## config.mk

```make
export PLATFORM = sky130hd
export DESIGN_NAME = reminder_sched
export DESIGN_NICKNAME = d
export VERILOG_FILES = /design/src/rtl/reminder_pkg.sv /design/src/rtl/sec_down_counter.sv /design/src/rtl/reminder_sched.sv
export SDC_FILE = /design/constraint.sdc
export NUM_CORES = 1
export LEC_CHECK = 0
export ABC_AREA = 0
export CORE_AREA = 2 2 60 76
export DETAILED_ROUTE_END_ITERATION = 8
export DIE_AREA = 0 0 62 78
export PLACE_DENSITY_LB_ADDON = 0.3
export REMOVE_ABC_BUFFERS = 1
export SLEW_MARGIN = 5
export SYNTH_ARGS = -nofsm -noshare
export SYNTH_HDL_FRONTEND = slang
export SYNTH_SLANG_ARGS = --single-unit
```

## constraint.sdc

```tcl
create_clock -name CP_1Hz -period 2.3 [get_ports CP_1Hz]
set_input_delay 0.46 -clock CP_1Hz [delete_from_list [all_inputs] [get_ports CP_1Hz]]
set_output_delay 0.46 -clock CP_1Hz [all_outputs]
set_load 0.05 [all_outputs]
```

## src/rtl/reminder_pkg.sv

```systemverilog
// Shared definitions for the reminder scheduler: state encoding, grant bit
// positions, default timing and a few small decode helpers.
package reminder_pkg;

    localparam int ALARM_SEC_DEF  = 31;
    localparam int SNOOZE_SEC_DEF = 300;
    localparam int MAX_SNOOZE_DEF = 3;

    localparam int RUN_W = 8;
    localparam int SNZ_W = 9;

    localparam int GNT_CHIME = 0;
    localparam int GNT_ALARM = 1;
    localparam int GNT_TIMER = 2;

    typedef enum logic [2:0] {
        ST_IDLE   = 3'd0,
        ST_CHIME  = 3'd1,
        ST_ALARM  = 3'd2,
        ST_TIMER  = 3'd3,
        ST_SNOOZE = 3'd4
    } state_e;

    function automatic logic [2:0] grant_of(input state_e s);
        logic [2:0] g;
        g = '0;
        case (s)
            ST_CHIME: g[GNT_CHIME] = 1'b1;
            ST_ALARM: g[GNT_ALARM] = 1'b1;
            ST_TIMER: g[GNT_TIMER] = 1'b1;
            default:  g = '0;
        endcase
        return g;
    endfunction

    // Alarm and countdown share the "ringing" behaviour on the alarm lights.
    function automatic logic is_ring(input state_e s);
        return (s == ST_ALARM) || (s == ST_TIMER);
    endfunction

    function automatic logic uses_run(input state_e s);
        return (s == ST_CHIME) || (s == ST_ALARM) || (s == ST_TIMER);
    endfunction

endpackage

```

## src/rtl/sec_down_counter.sv

```systemverilog
// Loadable seconds down-counter; holds at zero and flags it.
module sec_down_counter #(
    parameter int W = 8
) (
    input  logic         clk_i,
    input  logic         rst_ni,
    input  logic         load_i,
    input  logic [W-1:0] load_val_i,
    input  logic         en_i,
    output logic         zero_o
);

    logic [W-1:0] cnt_q;
    logic [W-1:0] cnt_d;

    always_comb begin
        cnt_d = cnt_q;
        if (load_i) begin
            cnt_d = load_val_i;
        end else if (en_i && (cnt_q != '0)) begin
            cnt_d = cnt_q - W'(1);
        end
    end

    always_ff @(posedge clk_i) begin
        if (!rst_ni) begin
            cnt_q <= '0;
        end else begin
            cnt_q <= cnt_d;
        end
    end

    assign zero_o = (cnt_q == '0);

endmodule

```

## src/rtl/reminder_sched.sv

```systemverilog
// Reminder scheduler: arbitrates hourly chime, alarm and countdown requests
// onto one light bank and buzzer, with limited snoozes for the alarm.
module reminder_sched
    import reminder_pkg::*;
#(
    parameter int ALARM_SEC  = ALARM_SEC_DEF,
    parameter int SNOOZE_SEC = SNOOZE_SEC_DEF,
    parameter int MAX_SNOOZE = MAX_SNOOZE_DEF
) (
    input  logic       CP_1Hz,
    input  logic       _CR,
    input  logic [7:0] show_hour,
    input  logic       req_chime,
    input  logic       req_alarm,
    input  logic       req_timer,
    input  logic       alarm_en,
    input  logic       key_stop,
    input  logic       key_snooze,
    output logic       start_light_hour,
    output logic       start_light_alarm,
    output logic       active_alarm,
    output logic       buzzer,
    output logic [2:0] grant,
    output logic       snoozing
);

    localparam int SCW = (MAX_SNOOZE < 1) ? 1 : $clog2(MAX_SNOOZE + 1);
    localparam logic [RUN_W-1:0] RUN_LOAD = RUN_W'(ALARM_SEC - 1);
    localparam logic [SNZ_W-1:0] SNZ_LOAD = SNZ_W'(SNOOZE_SEC - 1);
    localparam logic [SCW-1:0]   SNZ_MAX  = SCW'(MAX_SNOOZE);

    state_e state_q, state_d;

    logic pend_alarm_q, pend_alarm_d;
    logic pend_timer_q, pend_timer_d;
    logic pend_chime_q, pend_chime_d;
    logic take_alarm, take_timer, take_chime;
    logic alarm_ok, chime_ok, entering;

    logic [RUN_W-1:0] run_cnt_q, run_cnt_d;
    logic [SCW-1:0]   snooze_cnt_q, snooze_cnt_d;

    logic             run_load, run_en, run_zero;
    logic [RUN_W-1:0] run_load_val;
    logic             snz_load, snz_en, snz_zero;

    logic       start_hour_q, start_hour_d;
    logic       start_alarm_q, start_alarm_d;
    logic       active_q, active_d;
    logic       buzzer_q, buzzer_d;
    logic [2:0] grant_q, grant_d;
    logic       snoozing_q, snoozing_d;

    assign alarm_ok = pend_alarm_q & alarm_en;
    assign chime_ok = pend_chime_q & (show_hour != 8'd0);

    // ---------------------------------------------------------------- state
    always_ff @(posedge CP_1Hz) begin
        // NOTE: sequential state uses <= so every register samples the
        // pre-edge values of its neighbours, independent of statement order.
        if (!_CR) begin
            state_q       <= ST_IDLE;
            start_hour_q  <= 1'b0;
            start_alarm_q <= 1'b0;
            active_q      <= 1'b0;
            buzzer_q      <= 1'b0;
            grant_q       <= 3'b000;
            snoozing_q    <= 1'b0;
        end else begin
            state_q       <= state_d;
            start_hour_q  <= start_hour_d;
            start_alarm_q <= start_alarm_d;
            active_q      <= active_d;
            buzzer_q      <= buzzer_d;
            grant_q       <= grant_d;
            snoozing_q    <= snoozing_d;
        end
    end

    // ----------------------------------------------------------- next state
    always_comb begin
        // NOTE: defaults first so no path through the case leaves a variable
        // unassigned, which would otherwise infer a latch.
        state_d    = state_q;
        take_alarm = 1'b0;
        take_timer = 1'b0;
        take_chime = 1'b0;
        unique case (state_q)
            ST_IDLE, ST_CHIME: begin
                // A chime is preempted by the same priority grant IDLE uses.
                if (alarm_ok) begin
                    state_d    = ST_ALARM;
                    take_alarm = 1'b1;
                end else if (pend_timer_q) begin
                    state_d    = ST_TIMER;
                    take_timer = 1'b1;
                end else if (state_q == ST_IDLE) begin
                    if (chime_ok) begin
                        state_d    = ST_CHIME;
                        take_chime = 1'b1;
                    end
                end else if (run_zero) begin
                    state_d = ST_IDLE;
                end
            end
            ST_ALARM: begin
                if (!alarm_en || key_stop) begin
                    state_d = ST_IDLE;
                end else if (key_snooze && (snooze_cnt_q < SNZ_MAX)) begin
                    state_d = ST_SNOOZE;
                end else if (run_zero) begin
                    state_d = ST_IDLE;
                end
            end
            ST_SNOOZE: begin
                if (!alarm_en || key_stop) begin
                    state_d = ST_IDLE;
                end else if (alarm_ok) begin
                    state_d    = ST_ALARM;
                    take_alarm = 1'b1;
                end else if (snz_zero) begin
                    state_d = ST_ALARM;
                end
            end
            ST_TIMER: begin
                if (key_stop || run_zero) begin
                    state_d = ST_IDLE;
                end
            end
            default: state_d = ST_IDLE;
        endcase
    end

    // ------------------------------------------------------------- datapath
    always_comb begin
        entering     = (state_d != state_q);
        run_load     = entering && uses_run(state_d);
        run_load_val = (state_d == ST_CHIME) ? (show_hour - 8'd1) : RUN_LOAD;
        run_en       = uses_run(state_q);
        snz_load     = entering && (state_d == ST_SNOOZE);
        snz_en       = (state_q == ST_SNOOZE);

        run_cnt_d = run_cnt_q;
        if (entering && (state_d == ST_ALARM)) begin
            run_cnt_d = '0;
        end else if (state_q == ST_ALARM) begin
            run_cnt_d = run_cnt_q + RUN_W'(1);
        end

        snooze_cnt_d = snooze_cnt_q;
        if (state_d == ST_IDLE) begin
            snooze_cnt_d = '0;
        end else if (take_alarm && (state_q == ST_SNOOZE)) begin
            snooze_cnt_d = '0;
        end else if (snz_load) begin
            snooze_cnt_d = snooze_cnt_q + SCW'(1);
        end

        // A request for the source that currently owns the bank is dropped.
        pend_alarm_d = alarm_en &
                       ((pend_alarm_q & ~take_alarm) |
                        (req_alarm & (state_q != ST_ALARM)));
        pend_timer_d = (pend_timer_q & ~take_timer) |
                       (req_timer & (state_q != ST_TIMER));
        pend_chime_d = (show_hour != 8'd0) &
                       ((pend_chime_q & ~take_chime) |
                        (req_chime & (state_q != ST_CHIME) & (state_q != ST_SNOOZE)));
    end

    always_ff @(posedge CP_1Hz) begin
        if (!_CR) begin
            pend_alarm_q <= 1'b0;
            pend_timer_q <= 1'b0;
            pend_chime_q <= 1'b0;
            run_cnt_q    <= '0;
            snooze_cnt_q <= '0;
        end else begin
            pend_alarm_q <= pend_alarm_d;
            pend_timer_q <= pend_timer_d;
            pend_chime_q <= pend_chime_d;
            run_cnt_q    <= run_cnt_d;
            snooze_cnt_q <= snooze_cnt_d;
        end
    end

    // -------------------------------------------- outputs (from next state)
    always_comb begin
        grant_d       = grant_of(state_d);
        start_alarm_d = entering && is_ring(state_d);
        start_hour_d  = entering && (state_d == ST_CHIME);
        active_d      = is_ring(state_d);
        buzzer_d      = (state_d == ST_TIMER) || ((state_d == ST_ALARM) && run_cnt_d[0]);
        snoozing_d    = (state_d == ST_SNOOZE);
    end

    sec_down_counter #(.W(RUN_W)) u_run_cnt (
        .clk_i      (CP_1Hz),
        .rst_ni     (_CR),
        .load_i     (run_load),
        .load_val_i (run_load_val),
        .en_i       (run_en),
        .zero_o     (run_zero)
    );

    sec_down_counter #(.W(SNZ_W)) u_snz_cnt (
        .clk_i      (CP_1Hz),
        .rst_ni     (_CR),
        .load_i     (snz_load),
        .load_val_i (SNZ_LOAD),
        .en_i       (snz_en),
        .zero_o     (snz_zero)
    );

    assign start_light_hour  = start_hour_q;
    assign start_light_alarm = start_alarm_q;
    assign active_alarm      = active_q;
    assign buzzer            = buzzer_q;
    assign grant             = grant_q;
    assign snoozing          = snoozing_q;

endmodule

```

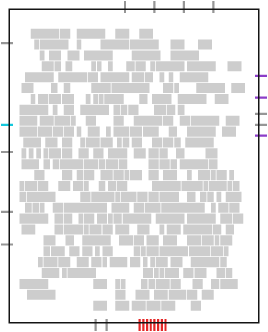
Figure 1: pin placement.
Scale: 4 px per um. Pins as bars across the die edge, other pins in gray.
legend:
  purple:
    port: grant
    pins: 3
    direction: output
    edge: east
  cyan:
    port: alarm_en
    pins: 1
    direction: input
    edge: west
  red:
    port: show_hour
    pins: 8
    direction: input
    edge: south
all pins by edge: 10 south, 5 west, 5 east, 4 north

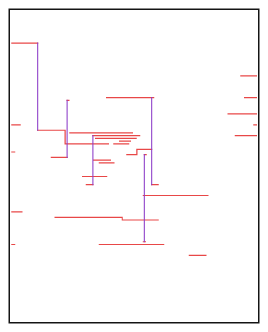
Figure 2: routed metal, one color a layer.
Scale: 4 px per um. Two of the layers only.
legend:
  purple:
    layer: metal 4
    wire_length: 91.8 um
  red:
    layer: metal 3
    wire_length: 201 um

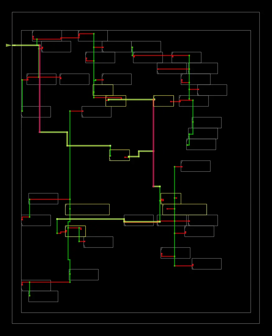
Figure 3: the clock network.
Clock net power: 0.000679 W
Seq Cell Count: 34
number of clock buffers in the layout: 6
TritonCTS Sinks: 34

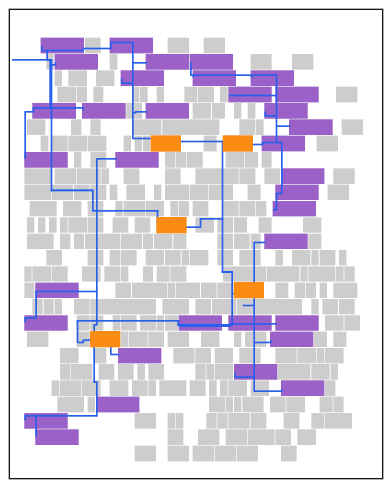
Figure 4: clock network drawn from the DEF.
Scale: 6 px per um.
legend:
  orange:
    item: clock drivers
    count: 5
  blue:
    item: clock wires
    length: 423 um
  purple:
    item: flip-flops
    count: 34
routed clock nets: 6
flops lie: widely spread

==> job_summary.md <==
### Metrics collected by this job

| Metric | Value |
|---|---|
| Final Critical Period | `2160 ps` |
| Crit. End Element | `flip-flop` |
| Post-synth EDFFs | `0` |
| Synth Seq Share | `34.0%` |
| Vias in the first global route | `1827` |
| Die Height | `78 um` |
| Slew @ Worst Pin | `488 ps` |
| Mapped Cells | `231` |
| Register bit total from synthesis | `34` |
| Nets | `309` |
| Top cell excl fill/tap | `buf_4` |
| Worst Path Class, Setup | `reg -> reg` |
| Slowest cell on the critical path | `or4_4` |
| Largest class | `logic gates` |
| Mux frac, synth | `1.00%` |
| Main logic family | `AND-OR/OR-AND gates` |
| CP Buf/Inv Count | `1` |
| H-tree depth | `2` |
| Post_cts resized | `2` |
| Router iterations before antenna repair | `4` |
| Pwr dens | `814 nW/um^2` |
| Global Route met1 Usage | `26.7%` |
| Max-slew headroom | `66.7%` |
| Slowest stage delay, CP | `480 ps` |
| Met3 GRT Util | `5.50%` |
| Async SR Flop Fraction | `0%` |
| Multi-input gate area in the final layout | `1250 um^2` |
| Top layer in use | `met4` |
| Synth warnings | `0` |
| Hpwl dp | `3.75 mm` |
| Startpoint types | `flip-flop` |
| CTS Root Buffer Type | `clkbuf_8` |
| Ant diodes | `0` |
| Tcrit/Tclk final | `93.7%` |
| Met2 Track Usage GR | `38.2%` |
| Met2 WL post-DR | `2.60 mm` |
| WL/cell | `14.4 um` |
| Worst setup path startpoint | `u_snz_cnt.cnt_q[1]` |
| Core Area | `4070 um^2` |
| Share of layout cells above drive strength 1 | `22.1%` |
| Clock-pin slew on the worst setup and hold paths | `70 ps` |
| Cell breakdown of the critical path | `inv_1 > ha_1 > or4b_1 > or4_4 > o2111ai_4 > o22ai_4 > a221oi_2` |
| DRC viols | `0` |
| CP Data Required Time | `2500 ps` |
| Netlist cell types | `63` |
| Met1 Wirelength | `2.06 mm` |
| Max clock buf depth | `2` |
| Dpl ws | `-360 ps` |
| Signal buffers | `61` |
| Final GP Congestion | `0.868` |
| Area growth from synthesis to layout | `36.5%` |
| Setup-failing EPs final | `0` |
| Final Max Slew Viols | `0` |
| Dominant register cell | `dfxtp_1` |
| Aoi share | `24.1%` |
| Final core utilization | `67.1%` |
| Overflow after GRT | `0` |
| Final ANT Viol Nets | `0` |
| Post-synth top area share | `34.0%` |
| Final worst slack | `145 ps` |
| RR Startpoint | `u_snz_cnt.cnt_q[1]` |
| Core Util at FP | `49.2%` |
| Seq/total area | `24.9%` |
| Largest net degree at the start of global routing | `16` |
| XOR/XNOR Area Share | `10.1%` |
| Gr usage total | `22.8%` |
| Layer carrying the most global-route usage | `met2` |
| Crit-path leading delay family | `simple AND/OR/NAND/NOR gates` |
| CP arrival | `2360 ps` |
| Starting DRT DRC Count | `70` |
| Most frequent cells in the layout | `36 x buf_4, 34 x dfxtp_1, 26 x nor2_1` |
| Wire length of the first global-routing pass | `8.21 mm` |
| Fillers | `340` |
| Max-Cap Viols | `0` |
| Register area | `681 um^2` |
| Buffer share of cell area | `19.7%` |
| CTS tree | `yes` |
| Synthesis area per yosys | `2000 um^2` |
| Row Count | `26` |
| Io pins | `24` |
| Yosys simple share | `22.7%` |
| Vias | `1906` |
| Postcts setup bufs | `0` |
| Tap cells | `56` |
| Non-clock inverters | `14` |
| Yosys Instances | `231` |
| Multi-In Gates | `172` |
| Status | `completed` |
| Non-Filler Cell Area, Final | `2730 um^2` |
| # hold bufs at CTS | `0` |
| RSZ-0062 raised after global routing | `false` |
| Mapped cell area | `2000 um^2` |
| Leak Pwr | `1.12 nW` |
| Syn Area/Cell | `8.66 um^2` |
| Final hold viol count | `0` |
| Final Skew | `7.31 ps` |
| Largest cells by area | `dfxtp_1 34%, xnor2_1 5.3%, nor2_1 4.9%` |
[flip-flops by register name, summed over array words and instances (netlist names)]
name	cells
pend_alarm_q	1
u_snz_cnt.cnt_q	9
buzzer	1
start_light_alarm	1
run_cnt_q	1
pend_timer_q	1
start_light_hour	1
pend_chime_q	1
grant	3
state_q	3
snooze_cnt_q	2
active_alarm	1
u_run_cnt.cnt_q	8
snoozing	1
[cells in the mapped netlist, types with 2 or more instances]
master,number
nor3b_1,4
buf_2,3
or4_1,2
nand2b_1,2
a311oi_1,2
ha_1,5
o31ai_1,4
a32o_1,3
or3_1,3
a21oi_1,13
nand3_1,3
mux2i_1,2
dfxtp_1,34
inv_1,14
or4b_1,3
o22ai_1,2
and2_1,3
clkbuf_1,6
xor2_1,11
xnor2_1,12
a211oi_1,2
nor3_1,5
nand4_1,2
nand2_1,14
o2111ai_1,2
o21ai_0,6
nor2b_1,6
o211ai_1,2
a221oi_2,2
nor2_1,26
[worst paths after layout]
check | cells past startpoint | endpoint | slack, ps
worst max register to register | 7 | u_run_cnt.cnt_q[4] | 140
worst min-delay path | 2 | snooze_cnt_q[1] | 520
worst min register to register | 2 | snooze_cnt_q[1] | 520
worst max-delay path | 7 | u_run_cnt.cnt_q[4] | 140
[power by group]
group / leakage, nW / internal (W) / switching (W) / total, W
clock network: 0.0714 / 0.000462 / 0.000217 / 0.000679
registers: 0.278 / 0.000660 / 0.0000586 / 0.000719
logic: 0.773 / 0.000389 / 0.000435 / 0.000824
[per-stage QoR]
step	power, W	hold slack [ps]	std cells	setup TNS, ps
after CTS	0.00221	530	345	0
after global placement	0.00151	496	337	-5100
after detailed placement	0.00152	513	337	-5440
after global routing	0.00233	576	345	0
after floorplan	0.00122	468	220	0
final	0.00222	518	345	0
Power and IR drop assume default switching activity.
